`src/rtl/dcache_pkg.sv`:
```
// Shared definitions for the direct-mapped, write-through data cache.
// Contents:
//   MEM_WORD_W - width of a memory word and of a byte address
//   state_t    - controller FSM states
//   idx_of()   - line index taken from a byte address
//   tag_of()   - tag taken from a byte address
package dcache_pkg;

  localparam int MEM_WORD_W = 32;

  typedef enum logic [1:0] {
    IDLE    = 2'd0,
    RD_MISS = 2'd1,
    RD_DONE = 2'd2,
    WR_THRU = 2'd3
  } state_t;

  // Line index: word-address bits just above the byte offset.
  // The caller narrows the result to its own index width.
  function automatic logic [MEM_WORD_W-1:0] idx_of(input logic [MEM_WORD_W-1:0] addr,
                                                   input int idxW);
    return (addr >> 2) & ((32'd1 << idxW) - 32'd1);
  endfunction

  // Tag: every address bit above the index field.
  function automatic logic [MEM_WORD_W-1:0] tag_of(input logic [MEM_WORD_W-1:0] addr,
                                                   input int idxW);
    return addr >> (2 + idxW);
  endfunction

endpackage

```
`src/rtl/dcache_if.sv`:
```
// Bus bundle for the data cache: core-side request port, backing-memory
// port and statistics counters.
// Modports:
//   slave  - the cache (takes core requests and memory responses,
//            drives load data, stall, memory requests and counters)
//   master - the environment (core plus backing memory)
// Signals:
//   memreadM, memwriteM, memaddra, memwdata - core request
//   rdata, stall                            - core response
//   mem_req, mem_we, mem_addr, mem_wdata    - backing-memory request
//   mem_ack, mem_rdata                      - backing-memory response
//   hit_cnt, miss_cnt                       - load statistics
interface dcache_if #(
  parameter int CNT_W = 16
) ();
  import dcache_pkg::*;

  logic                  memreadM;
  logic                  memwriteM;
  logic [MEM_WORD_W-1:0] memaddra;
  logic [MEM_WORD_W-1:0] memwdata;
  logic [MEM_WORD_W-1:0] rdata;
  logic                  stall;

  logic                  mem_req;
  logic                  mem_we;
  logic [MEM_WORD_W-1:0] mem_addr;
  logic [MEM_WORD_W-1:0] mem_wdata;
  logic                  mem_ack;
  logic [MEM_WORD_W-1:0] mem_rdata;

  logic [CNT_W-1:0]      hit_cnt;
  logic [CNT_W-1:0]      miss_cnt;

  modport slave (
    input  memreadM, memwriteM, memaddra, memwdata, mem_ack, mem_rdata,
    output rdata, stall, mem_req, mem_we, mem_addr, mem_wdata, hit_cnt, miss_cnt
  );

  modport master (
    output memreadM, memwriteM, memaddra, memwdata, mem_ack, mem_rdata,
    input  rdata, stall, mem_req, mem_we, mem_addr, mem_wdata, hit_cnt, miss_cnt
  );

endinterface

```
`src/rtl/dcache_tag_data_ram.sv`:
```
// Tag, data and valid storage for a direct-mapped cache with one word per
// line. Reads are asynchronous, writes happen on the rising clock edge.
// Only the valid bits are reset; tag and data contents are left as-is.
// Ports:
//   clk, rst   - clock and asynchronous active-high reset
//   rdIdx_i    - lookup index
//   rdValid_o  - valid bit of the looked-up line
//   rdTag_o    - stored tag of the looked-up line
//   rdData_o   - stored data of the looked-up line
//   wrIdx_i    - write index
//   wrTag_i    - tag written on a fill
//   wrData_i   - data written on a fill or a store hit
//   dataWe_i   - store-hit update: data only
//   fillWe_i   - line fill: data, tag and valid bit
module dcache_tag_data_ram
  import dcache_pkg::*;
#(
  parameter int LINES = 16,
  parameter int IDX_W = $clog2(LINES),
  parameter int TAG_W = MEM_WORD_W - 2 - IDX_W
) (
  input  logic                  clk,
  input  logic                  rst,
  input  logic [IDX_W-1:0]      rdIdx_i,
  output logic                  rdValid_o,
  output logic [TAG_W-1:0]      rdTag_o,
  output logic [MEM_WORD_W-1:0] rdData_o,
  input  logic [IDX_W-1:0]      wrIdx_i,
  input  logic [TAG_W-1:0]      wrTag_i,
  input  logic [MEM_WORD_W-1:0] wrData_i,
  input  logic                  dataWe_i,
  input  logic                  fillWe_i
);

  logic [LINES-1:0]      valid_q;
  logic [TAG_W-1:0]      tagMem  [LINES];
  logic [MEM_WORD_W-1:0] dataMem [LINES];

  always_ff @(posedge clk or posedge rst) begin
    if (rst) begin
      valid_q <= '0;
    end else if (fillWe_i) begin
      valid_q[wrIdx_i] <= 1'b1;
    end
  end

  // Arrays carry no reset so they can map onto plain RAM.
  always_ff @(posedge clk) begin
    if (fillWe_i) begin
      tagMem[wrIdx_i] <= wrTag_i;
    end
    if (fillWe_i || dataWe_i) begin
      dataMem[wrIdx_i] <= wrData_i;
    end
  end

  assign rdValid_o = valid_q[rdIdx_i];
  assign rdTag_o   = tagMem[rdIdx_i];
  assign rdData_o  = dataMem[rdIdx_i];

endmodule

```
`src/rtl/dcache_ctrl.sv`:
```
// Direct-mapped, write-through, no-write-allocate data cache controller.
// Answers core loads from the cache when possible, fetches misses from
// backing memory, forwards every store to backing memory and stalls the
// core while a backing-memory transaction is outstanding.
// Ports:
//   clk  - single clock, rising edge
//   rst  - asynchronous active-high reset
//   bus  - dcache_if.slave: core request/response, backing-memory
//          request/response and hit/miss counters
module dcache_ctrl
  import dcache_pkg::*;
#(
  parameter int LINES = 16,
  parameter int CNT_W = 16
) (
  input  logic     clk,
  input  logic     rst,
  dcache_if.slave  bus
);

  localparam int IDX_W = $clog2(LINES);
  localparam int TAG_W = MEM_WORD_W - 2 - IDX_W;

  state_t state_q, state_d;

  logic                  memReq_q;
  logic                  memWe_q;
  logic [MEM_WORD_W-1:0] memAddr_q;
  logic [MEM_WORD_W-1:0] memWdata_q;
  logic [MEM_WORD_W-1:0] rdata_q;
  logic [CNT_W-1:0]      hitCnt_q;
  logic [CNT_W-1:0]      missCnt_q;

  logic [IDX_W-1:0]      reqIdx;
  logic [TAG_W-1:0]      reqTag;
  logic [IDX_W-1:0]      fillIdx;
  logic [TAG_W-1:0]      fillTag;

  logic                  rdValid;
  logic [TAG_W-1:0]      rdTag;
  logic [MEM_WORD_W-1:0] rdData;
  logic                  lookupHit;
  logic                  isStore;
  logic                  isLoad;

  logic                  stallComb;
  logic [MEM_WORD_W-1:0] rdataComb;
  logic                  dataWe;
  logic                  fillWe;
  logic [IDX_W-1:0]      wrIdx;
  logic [MEM_WORD_W-1:0] wrData;
  logic                  countHit;
  logic                  countMiss;
  logic                  issueRead;
  logic                  issueWrite;
  logic                  ackSeen;

  assign reqIdx = IDX_W'(idx_of(bus.memaddra, IDX_W));
  assign reqTag = TAG_W'(tag_of(bus.memaddra, IDX_W));

  // A fill uses the address captured when the miss was issued, so it does
  // not depend on the core keeping memaddra steady.
  assign fillIdx = IDX_W'(idx_of(memAddr_q, IDX_W));
  assign fillTag = TAG_W'(tag_of(memAddr_q, IDX_W));

  assign lookupHit = rdValid && (rdTag == reqTag);

  // A simultaneous read and write is treated as a store only.
  assign isStore = bus.memwriteM;
  assign isLoad  = bus.memreadM && !bus.memwriteM;

  dcache_tag_data_ram #(
    .LINES (LINES)
  ) u_ram (
    .clk       (clk),
    .rst       (rst),
    .rdIdx_i   (reqIdx),
    .rdValid_o (rdValid),
    .rdTag_o   (rdTag),
    .rdData_o  (rdData),
    .wrIdx_i   (wrIdx),
    .wrTag_i   (fillTag),
    .wrData_i  (wrData),
    .dataWe_i  (dataWe),
    .fillWe_i  (fillWe)
  );

  always_ff @(posedge clk or posedge rst) begin
    if (rst) begin
      state_q <= IDLE;
    end else begin
      state_q <= state_d;
    end
  end

  always_comb begin
    state_d = state_q;
    case (state_q)
      IDLE: begin
        if (isStore) begin
          state_d = WR_THRU;
        end else if (isLoad && !lookupHit) begin
          state_d = RD_MISS;
        end
      end
      RD_MISS: begin
        if (bus.mem_ack) begin
          state_d = RD_DONE;
        end
      end
      RD_DONE: begin
        state_d = IDLE;
      end
      WR_THRU: begin
        if (bus.mem_ack) begin
          state_d = IDLE;
        end
      end
      default: begin
        state_d = IDLE;
      end
    endcase
  end

  // Core-facing response and per-cycle control strobes.
  always_comb begin
    stallComb  = 1'b0;
    rdataComb  = rdata_q;
    dataWe     = 1'b0;
    fillWe     = 1'b0;
    wrIdx      = reqIdx;
    wrData     = bus.memwdata;
    countHit   = 1'b0;
    countMiss  = 1'b0;
    issueRead  = 1'b0;
    issueWrite = 1'b0;
    ackSeen    = 1'b0;
    case (state_q)
      IDLE: begin
        if (isStore) begin
          stallComb  = 1'b1;
          issueWrite = 1'b1;
          dataWe     = lookupHit;
        end else if (isLoad) begin
          if (lookupHit) begin
            rdataComb = rdData;
            countHit  = 1'b1;
          end else begin
            stallComb = 1'b1;
            countMiss = 1'b1;
            issueRead = 1'b1;
          end
        end
      end
      RD_MISS: begin
        stallComb = 1'b1;
        wrIdx     = fillIdx;
        wrData    = bus.mem_rdata;
        if (bus.mem_ack) begin
          fillWe  = 1'b1;
          ackSeen = 1'b1;
        end
      end
      RD_DONE: begin
        stallComb = 1'b0;
      end
      WR_THRU: begin
        // The store completes in its ack cycle, so the core is released
        // without waiting for the return to IDLE.
        stallComb = !bus.mem_ack;
        ackSeen   = bus.mem_ack;
      end
      default: begin
        stallComb = 1'b0;
      end
    endcase
  end

  // Backing-memory request registers, load-data latch and statistics.
  always_ff @(posedge clk or posedge rst) begin
    if (rst) begin
      memReq_q   <= 1'b0;
      memWe_q    <= 1'b0;
      memAddr_q  <= '0;
      memWdata_q <= '0;
      rdata_q    <= '0;
      hitCnt_q   <= '0;
      missCnt_q  <= '0;
    end else begin
      if (issueRead) begin
        memReq_q  <= 1'b1;
        memWe_q   <= 1'b0;
        memAddr_q <= {bus.memaddra[MEM_WORD_W-1:2], 2'b00};
      end
      if (issueWrite) begin
        memReq_q   <= 1'b1;
        memWe_q    <= 1'b1;
        memAddr_q  <= {bus.memaddra[MEM_WORD_W-1:2], 2'b00};
        memWdata_q <= bus.memwdata;
      end
      if (ackSeen) begin
        memReq_q <= 1'b0;
      end
      if (fillWe) begin
        rdata_q <= bus.mem_rdata;
      end
      if (countHit) begin
        hitCnt_q <= hitCnt_q + CNT_W'(1);
      end
      if (countMiss) begin
        missCnt_q <= missCnt_q + CNT_W'(1);
      end
    end
  end

  assign bus.stall     = stallComb;
  assign bus.rdata     = rdataComb;
  assign bus.mem_req   = memReq_q;
  assign bus.mem_we    = memWe_q;
  assign bus.mem_addr  = memAddr_q;
  assign bus.mem_wdata = memWdata_q;
  assign bus.hit_cnt   = hitCnt_q;
  assign bus.miss_cnt  = missCnt_q;

endmodule

```
`src/flat_wrapper.sv`:
```
// flat-port wrapper written by rule: the top's interface ports become plain ports
module dcache_ctrl_flat import dcache_pkg::*;
#(
  parameter int LINES = 16,
  parameter int CNT_W = 16
)
  (clk, rst, bus_memreadM, bus_memwriteM, bus_memaddra, bus_memwdata, bus_mem_ack, bus_mem_rdata, bus_rdata, bus_stall, bus_mem_req, bus_mem_we, bus_mem_addr, bus_mem_wdata, bus_hit_cnt, bus_miss_cnt);
  dcache_if #(.CNT_W(CNT_W)) bus_i ();
  input  logic clk;
  input  logic rst;
  input wire logic [$bits(bus_i.memreadM)-1:0] bus_memreadM;
  input wire logic [$bits(bus_i.memwriteM)-1:0] bus_memwriteM;
  input wire logic [$bits(bus_i.memaddra)-1:0] bus_memaddra;
  input wire logic [$bits(bus_i.memwdata)-1:0] bus_memwdata;
  input wire logic [$bits(bus_i.mem_ack)-1:0] bus_mem_ack;
  input wire logic [$bits(bus_i.mem_rdata)-1:0] bus_mem_rdata;
  output wire logic [$bits(bus_i.rdata)-1:0] bus_rdata;
  output wire logic [$bits(bus_i.stall)-1:0] bus_stall;
  output wire logic [$bits(bus_i.mem_req)-1:0] bus_mem_req;
  output wire logic [$bits(bus_i.mem_we)-1:0] bus_mem_we;
  output wire logic [$bits(bus_i.mem_addr)-1:0] bus_mem_addr;
  output wire logic [$bits(bus_i.mem_wdata)-1:0] bus_mem_wdata;
  output wire logic [$bits(bus_i.hit_cnt)-1:0] bus_hit_cnt;
  output wire logic [$bits(bus_i.miss_cnt)-1:0] bus_miss_cnt;
  assign bus_i.memreadM = bus_memreadM;
  assign bus_i.memwriteM = bus_memwriteM;
  assign bus_i.memaddra = bus_memaddra;
  assign bus_i.memwdata = bus_memwdata;
  assign bus_i.mem_ack = bus_mem_ack;
  assign bus_i.mem_rdata = bus_mem_rdata;
  assign bus_rdata = bus_i.rdata;
  assign bus_stall = bus_i.stall;
  assign bus_mem_req = bus_i.mem_req;
  assign bus_mem_we = bus_i.mem_we;
  assign bus_mem_addr = bus_i.mem_addr;
  assign bus_mem_wdata = bus_i.mem_wdata;
  assign bus_hit_cnt = bus_i.hit_cnt;
  assign bus_miss_cnt = bus_i.miss_cnt;
  dcache_ctrl #(.LINES(LINES), .CNT_W(CNT_W)) u_core (.clk(clk), .rst(rst), .bus(bus_i));
endmodule
```
`config.mk`:
```
export PLATFORM = sky130hd
export DESIGN_NAME = dcache_ctrl_flat
export DESIGN_NICKNAME = d
export VERILOG_FILES = /design/src/rtl/dcache_pkg.sv /design/src/rtl/dcache_if.sv /design/src/rtl/dcache_tag_data_ram.sv /design/src/rtl/dcache_ctrl.sv /design/src/flat_wrapper.sv
export SDC_FILE = /design/constraint.sdc
export NUM_CORES = 1
export LEC_CHECK = 0
export ABC_AREA = 1
export CORE_MARGIN = 1
export CORE_UTILIZATION = 30
export DETAILED_ROUTE_END_ITERATION = 10
export HOLD_SLACK_MARGIN = 0.05
export PLACE_DENSITY = 0.49
export RECOVER_POWER = 50
export SKIP_CTS_REPAIR_TIMING = 1
export SLEW_MARGIN = 25
export SYNTH_ARGS = -nofsm -noshare
export SYNTH_HDL_FRONTEND = slang
export SYNTH_SLANG_ARGS = --single-unit
```
`constraint.sdc`:
```
create_clock -name clk -period 8.8 [get_ports clk]
set_input_delay 0.88 -clock clk [delete_from_list [all_inputs] [get_ports clk]]
set_output_delay 0.88 -clock clk [all_outputs]
set_load 0.05 [all_outputs]
```
==> run_1/pinout.png <==
Pins as bars across the die edge, other pins in grey.
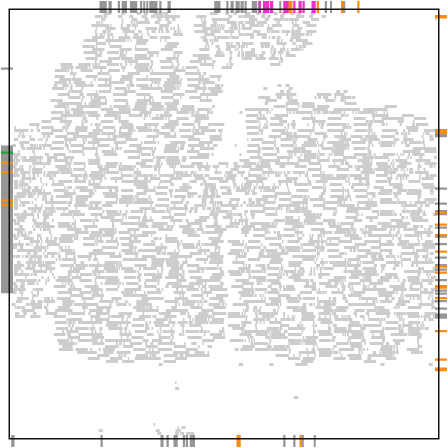
orange -> bus_mem_addr  # pins 32, direction output, edge 18 right, 6 top, 4 bottom, 4 left
green -> bus_mem_ack  # pins 1, direction input, edge left
magenta -> bus_miss_cnt  # pins 16, direction output, edge top
all pins by edge = 99 left, 73 top, 38 right, 22 bottom

==> run_1/clock_wires.png <==
Bar = 100 um.
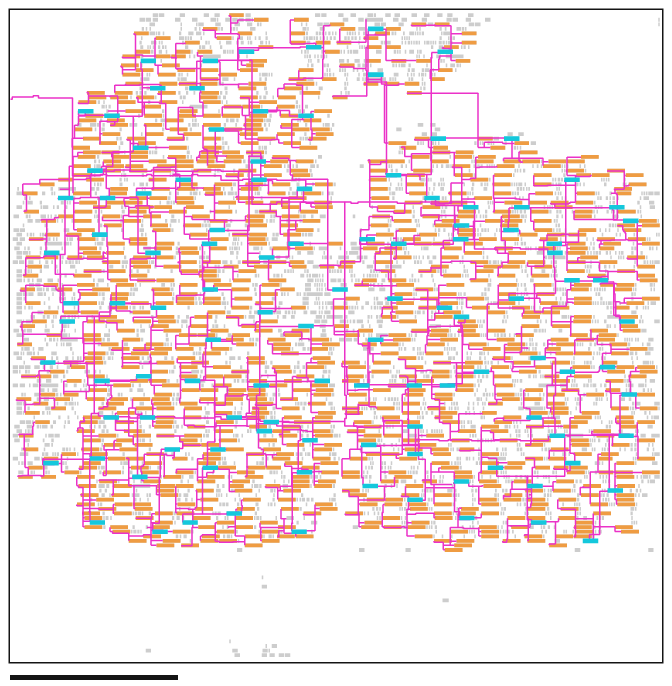
cyan -> clock-net drivers  # count 111
magenta -> clock wires  # length 13800 um
orange -> flip-flops  # count 1074
routed clock nets = 112
Worst-Skew Late Latency: 0.73 ns
Clock power frac: 0.324
clock skew: 0.0353 ns

==> run_1/layers.png <==
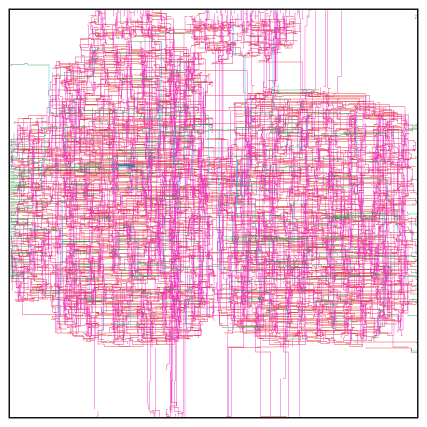
magenta -> M2  # wire length 61.5 mm
red -> M1  # wire length 61.6 mm
green -> M3  # wire length 7450 um
blue -> M5  # wire length 13.8 um
cyan -> M4  # wire length 2010 um
Total Routed Length: 133000 um
DR vias: 30000
drt wl/cell: 21.3 um
GRT Overall Usage: 0.173

==> run_1/class_map.png <==
Fill, decap, tap and diode cells in grey.
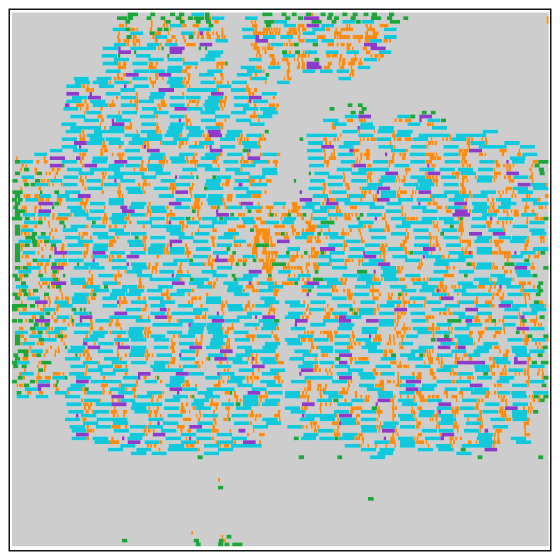
purple -> clock drivers and dummy loads  # cells 210, share of their area 7.3%
green -> remaining buffers and delay cells  # cells 320, share of their area 5.9%
cyan -> registers  # cells 1074, share of their area 62%
orange -> remaining logic cells  # cells 2695, share of their area 24%

==> deck_impl_summary.md, run 1 <==
Run Summary

Status
  • Run status: finished with violations
  • Failing checks: max-capacitance violations, max-slew violations

Timing
  • Fin. max-slew vios: 387
  • Post-route minimum period: 6.69 ns
  • RSZ-0062 raised after global routing: false

Setup path
  • Reg-to-Reg End: u_core.bus.mem_wdata[16]
  • Crit start category: input pin
  • Worst r2r src: u_core.state_q[1]
  • Reg2reg setup slack: 3.57 ns

Yosys
  • Syn Area/Cell: 11.1 sq um
  • Cell count after synthesis: 4012
  • Synth mux share: 0
  • Comb area leader: simple AND/OR/NAND/NOR gates
  • Yosys chip area: 44700 sq um
  • Ys async rst share: 0.136
  • Basic Gates by Area: 0.148

Cells and area
  • Multi-input comb cells: 2335
  • Final #Nets: 4305
  • Post-route cell area: 52900 sq um
  • Non-CTS inverters: 360
  • Clk cell area share: 0.0698
  • Flops: 1074
  • Commonest Layout Cell: edfxtp_1
  • Share of cells above drive strength 1: 0.0707

Clock tree
  • Total clock sinks: 1074
  • Clock Path Buffers: 3
  • CTS Root Cell: clkbuf_16

Hold path
  • Hold Startpoint: u_core.u_ram.valid_q[0]

Detailed routing
  • First-pass DRT Iterations: 5
  • Met2 WL: 61500 um

Flow run
  • Log Warnings: 41
  • Max Cap Violations: 9

Power and ir drop
  • Worst vdd rail ir drop: 0.185 mV
  • Power per cell area: 280 nW/um^2

Global route
  • M3 GR Usage: 0.0305
  • Wire length of the first global-routing pass: 194000 um
  • Antenna violations before repair: 3

Floorplan
  • Tap cells: 1930
run 1: stage by stage:
| stage | power, uW | util |
|---|---|---|
| floorplan | 8760 | - |
| global placement | 10100 | 0.333 |
| detailed placement | 10200 | 0.334 |
| CTS | 15000 | 0.359 |
| global route | 15400 | 0.358 |
| finish | 14800 | 0.358 |
run 1: tightest hold or removal path, delay by kind of cell, from the launching register on:
| family | cells | cell delay [ns] |
|---|---|---|
| flip-flops | 1 | 0.32 |
| buffers and inverters | 1 | 0.04 |
| AND-OR/OR-AND | 1 | 0.06 |
run 1: power groups by stage:
stage | combinational (uW) | sequential (uW) | clock (uW)
after CTS | 3180 | 6910 | 4910
after global placement | 3140 | 7000 | 0
final | 3100 | 6910 | 4800
after detailed placement | 3170 | 7010 | 0
after floorplan | 1370 | 7390 | 0
after global routing | 3340 | 6980 | 5100
==> run_1/placed.png <==
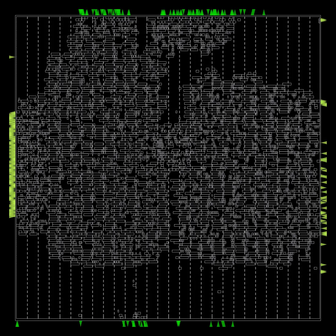

==> run 2, diff against run 1 <==
Settings changed: PLACE_DENSITY 0.49 to 0.5.
Clock period 8.8 ns to 5.5 ns, I/O delays scaled along.
==> run_2/placed.png <==
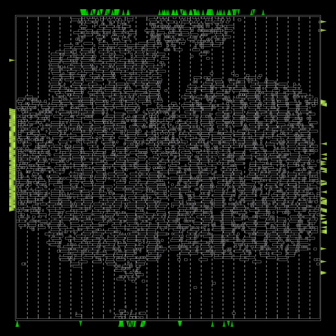
tap cells: 1930
Final Core Density: 0.363
non-filler cells in the finished layout: 6257
flop share of the area: 0.588

==> run_2/pinout.png <==
Pins as bars across the die edge, other pins in grey.
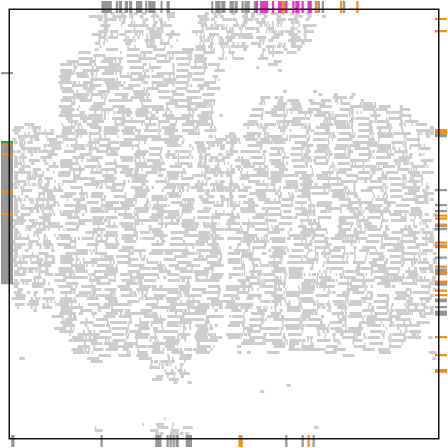
magenta -> bus_miss_cnt  # pins 16, direction output, edge top
green -> bus_mem_ack  # pins 1, direction input, edge left
orange -> bus_mem_addr  # pins 32, direction output, edge 19 right, 5 top, 4 bottom, 4 left

==> deck_impl_summary.md, run 2 <==
Run Summary

Status
  • Run status: finished with violations (unchanged)
  • Failing checks: max-capacitance violations, max-slew violations (unchanged)

Power and ir drop
  • Sequential power: 11100 uW (was 6910 uW)
  • Clock power frac: 0.308 (was 0.324)
  • Top power group: registers (unchanged)
  • Worst vdd rail ir drop: 0.279 mV (was 0.185 mV)
  • Power per cell area: 441 nW/um^2 (was 280 nW/um^2)
  • Total chip power: 23600 uW (was 14800 uW)

Cells and area
  • Final #Nets: 4333 (was 4305)
  • Non-CTS inverters: 360 (unchanged)
  • Multi-input comb cells: 2335 (unchanged)
  • Commonest Layout Cell: edfxtp_1 (unchanged)
  • Clk cell area share: 0.0652 (was 0.0698)
  • Post-route cell area: 53600 sq um (was 52900 sq um)
  • Flops: 1074 (unchanged)
  • Share of cells above drive strength 1: 0.0811 (was 0.0707)

Timing
  • Clock skew: 0.0385 ns (was 0.0353 ns)
  • Post-route minimum period: 4.94 ns
  • RSZ-0062 raised after global routing: false (unchanged)
  • Fin. max-slew vios: 226 (was 387)

Detailed routing
  • Total Routed Length: 127000 um (was 133000 um)
  • Met2 WL: 59000 um (was 61500 um)
  • First-pass DRT Iterations: 5 (unchanged)
  • DR vias: 29900 (was 30000)

Setup path
  • Crit start category: input pin (unchanged)
  • Worst r2r src: u_core.state_q[0] (was u_core.state_q[1])
  • Reg2reg setup slack: 0.99 ns (was 3.57 ns)

Yosys
  • Ys async rst share: 0.136 (unchanged)
  • Cell count after synthesis: 4012 (unchanged)
  • Comb area leader: simple AND/OR/NAND/NOR gates (unchanged)
  • Synth top cells by count: 928 x edfxtp_1, 892 x nand2_1, 435 x o21ai_0 (unchanged)
  • Yosys chip area: 44700 sq um (unchanged)
  • Basic Gates by Area: 0.148 (unchanged)

Global route
  • GRT overflow: 0 (unchanged)
  • GRT Overall Usage: 0.166 (was 0.173)
  • Wire length of the first global-routing pass: 188000 um (was 194000 um)
  • M3 GR Usage: 0.0307 (was 0.0305)

Clock tree
  • Worst-Skew Late Latency: 0.73 ns (about the same)
  • Clock Path Buffers: 3 (unchanged)
  • Total clock sinks: 1074 (unchanged)
  • CTS Root Cell: clkbuf_16 (unchanged)

Flow run
  • Log Warnings: 33 (was 41)
  • Max Cap Violations: 4 (was 9)

Hold path
  • Hold Startpoint: bus_memwdata[12] (was u_core.u_ram.valid_q[0])
==> run_2/clock_wires.png <==
Bar = 100 um.
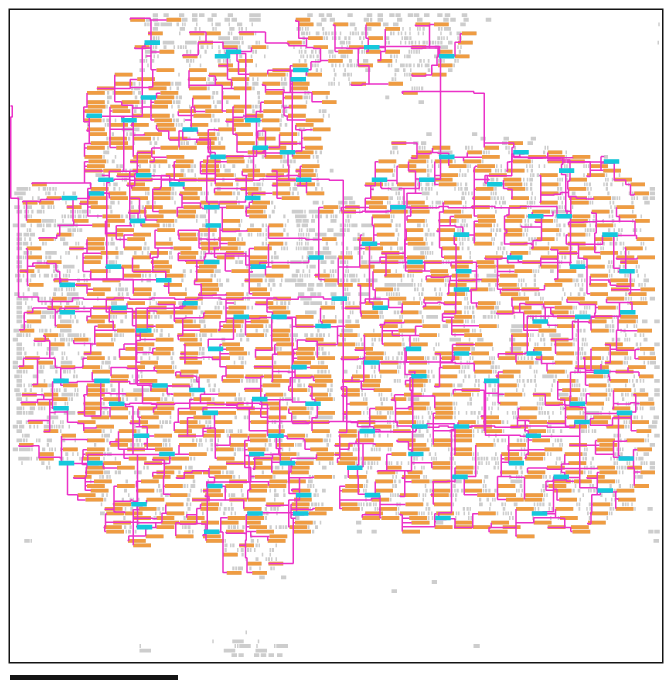
magenta -> clock wires  # length 13500 um
cyan -> clock-net drivers  # count 111
orange -> flip-flops  # count 1074
routed clock nets = 112

## run 2: worst max path at each step
| stage | from | to | slack [ns] | cells past startpoint |
|---|---|---|---|---|
| finish | bus_memaddra[2] | bus_rdata[10] | 0.56 | 11 |
| detailed placement | bus_memaddra[2] | bus_rdata[1] | 0.62 | 17 |
| global placement | bus_memaddra[2] | u_core.u_ram.dataMem[3][10] | 0.58 | 16 |
| CTS | bus_memaddra[2] | bus_rdata[10] | 0.61 | 11 |
| floorplan | rst | u_core.bus.hit_cnt[0] | 1.03 | 1 |
| global route | u_core.state_q[1] | bus_stall | 0.25 | 5 |
## run 2: worst register-to-register path: stages (launching register included)
cell and delay [ns]:
dfrtp_1 0.41, inv_1 0.10, nor2_4 0.09, clkbuf_1 2.17, nand2_1 0.73, o21ai_0 0.27
clkbuf_1 0.48
==> run 3, diff against run 2 <==
Settings changed: ABC_CLOCK_PERIOD_IN_PS set to 5500.
==> run_3/class_map.png <==
Fill, decap, tap and diode cells in grey.
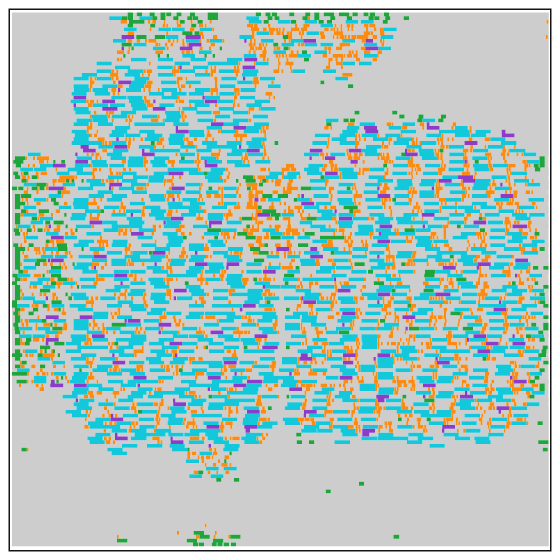
cyan -> registers  # cells 1074, share of their area 62%
orange -> remaining logic cells  # cells 2695, share of their area 24%
green -> remaining buffers and delay cells  # cells 348, share of their area 7.5%
purple -> clock drivers and dummy loads  # cells 210, share of their area 6.8%
number of placement rows: 141
Core Region: 148000 sq um
post-route cell area: 53600 sq um

==> run_3/layers.png <==
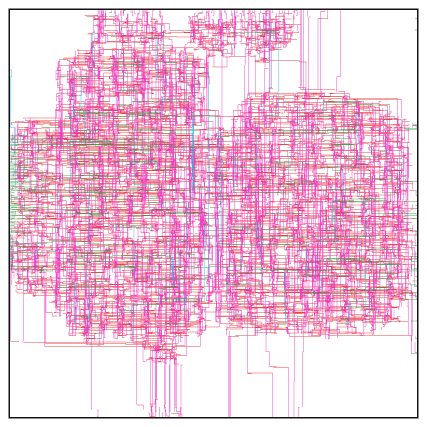
cyan -> M4  # wire length 2500 um
green -> M3  # wire length 7010 um
red -> M1  # wire length 58.3 mm
magenta -> M2  # wire length 59.0 mm

==> run_3/pinout.png <==
Pins as bars across the die edge, other pins in grey.
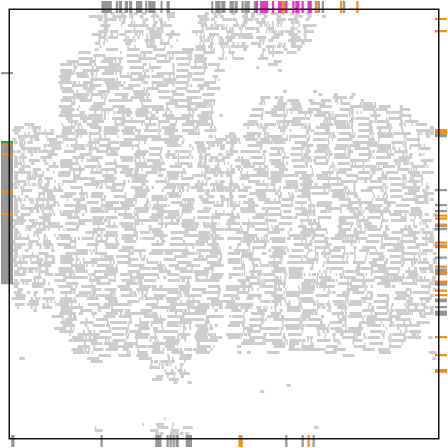
orange -> bus_mem_addr  # pins 32, direction output, edge 19 right, 5 top, 4 bottom, 4 left
magenta -> bus_miss_cnt  # pins 16, direction output, edge top
green -> bus_mem_ack  # pins 1, direction input, edge left

==> deck_impl_summary.md, run 3 <==
Run Summary

Power and ir drop
  • Comb power: 5250 uW (about the same)
  • Power per cell area: 441 nW/um^2 (unchanged)
  • Worst vdd rail ir drop: 0.279 mV (unchanged)
  • Clock Power: 7290 uW (about the same)

Clock tree
  • Clock Path Buffers: 3 (unchanged)
  • Worst-Skew Late Latency: 0.73 ns (about the same)

Global route
  • Wire length of the first global-routing pass: 188000 um (unchanged)
  • GRT overflow: 0 (unchanged)
  • GRT Overall Usage: 0.166 (unchanged)

Detailed routing
  • Drt wl/cell: 20.3 um (unchanged)

Timing
  • Fin. max-slew vios: 226 (unchanged)

Cells and area
  • Non-CTS inverters: 360 (unchanged)
  • Clk cell area share: 0.0652 (unchanged)
  • Multi-input comb cells: 2335 (unchanged)

Hold path
  • Hold Startpoint: bus_memwdata[12] (unchanged)

Yosys
  • Ys async rst share: 0.136 (unchanged)
  • Yosys chip area: 44700 sq um (unchanged)
  • Syn Area/Cell: 11.1 sq um (unchanged)
  • Synth top cells by count: 928 x edfxtp_1, 892 x nand2_1, 435 x o21ai_0 (unchanged)
  • Cell count after synthesis: 4012 (unchanged)

Floorplan
  • Tap cells: 1930 (unchanged)

Status
  • Failing checks: max-capacitance violations, max-slew violations (unchanged)
  • Run status: finished with violations (unchanged)

Flow run
  • Max Cap Violations: 4 (unchanged)
[run 3: cell counts in the layout (fill, tap and decap cells not counted)]
No cell type changed its count.
[run 3: cell families (layout without fill, tap and decap cells)]
family                   count (synthesis)  in the layout  share of synthesized area
XOR/XNOR                                11             11                    0.00216
flip-flops                            1074           1074                      0.705
AND/OR/NAND/NOR                       1632           1632                      0.148
adder cells (fa/ha/maj)                  2              2                   0.000560
buffers and inverters                  604            918                     0.0557
AND-OR/OR-AND                          688            688                     0.0881
other                                    1              2                  0.0000839
[run 3: stage by stage]
stage | power, uW | util
detailed placement | 16600 | 0.340
CTS | 23900 | 0.364
global placement | 16600 | 0.339
global route | 24700 | 0.363
floorplan | 14000 | -
finish | 23600 | 0.363
Power is estimated from default activity; no workload was simulated.
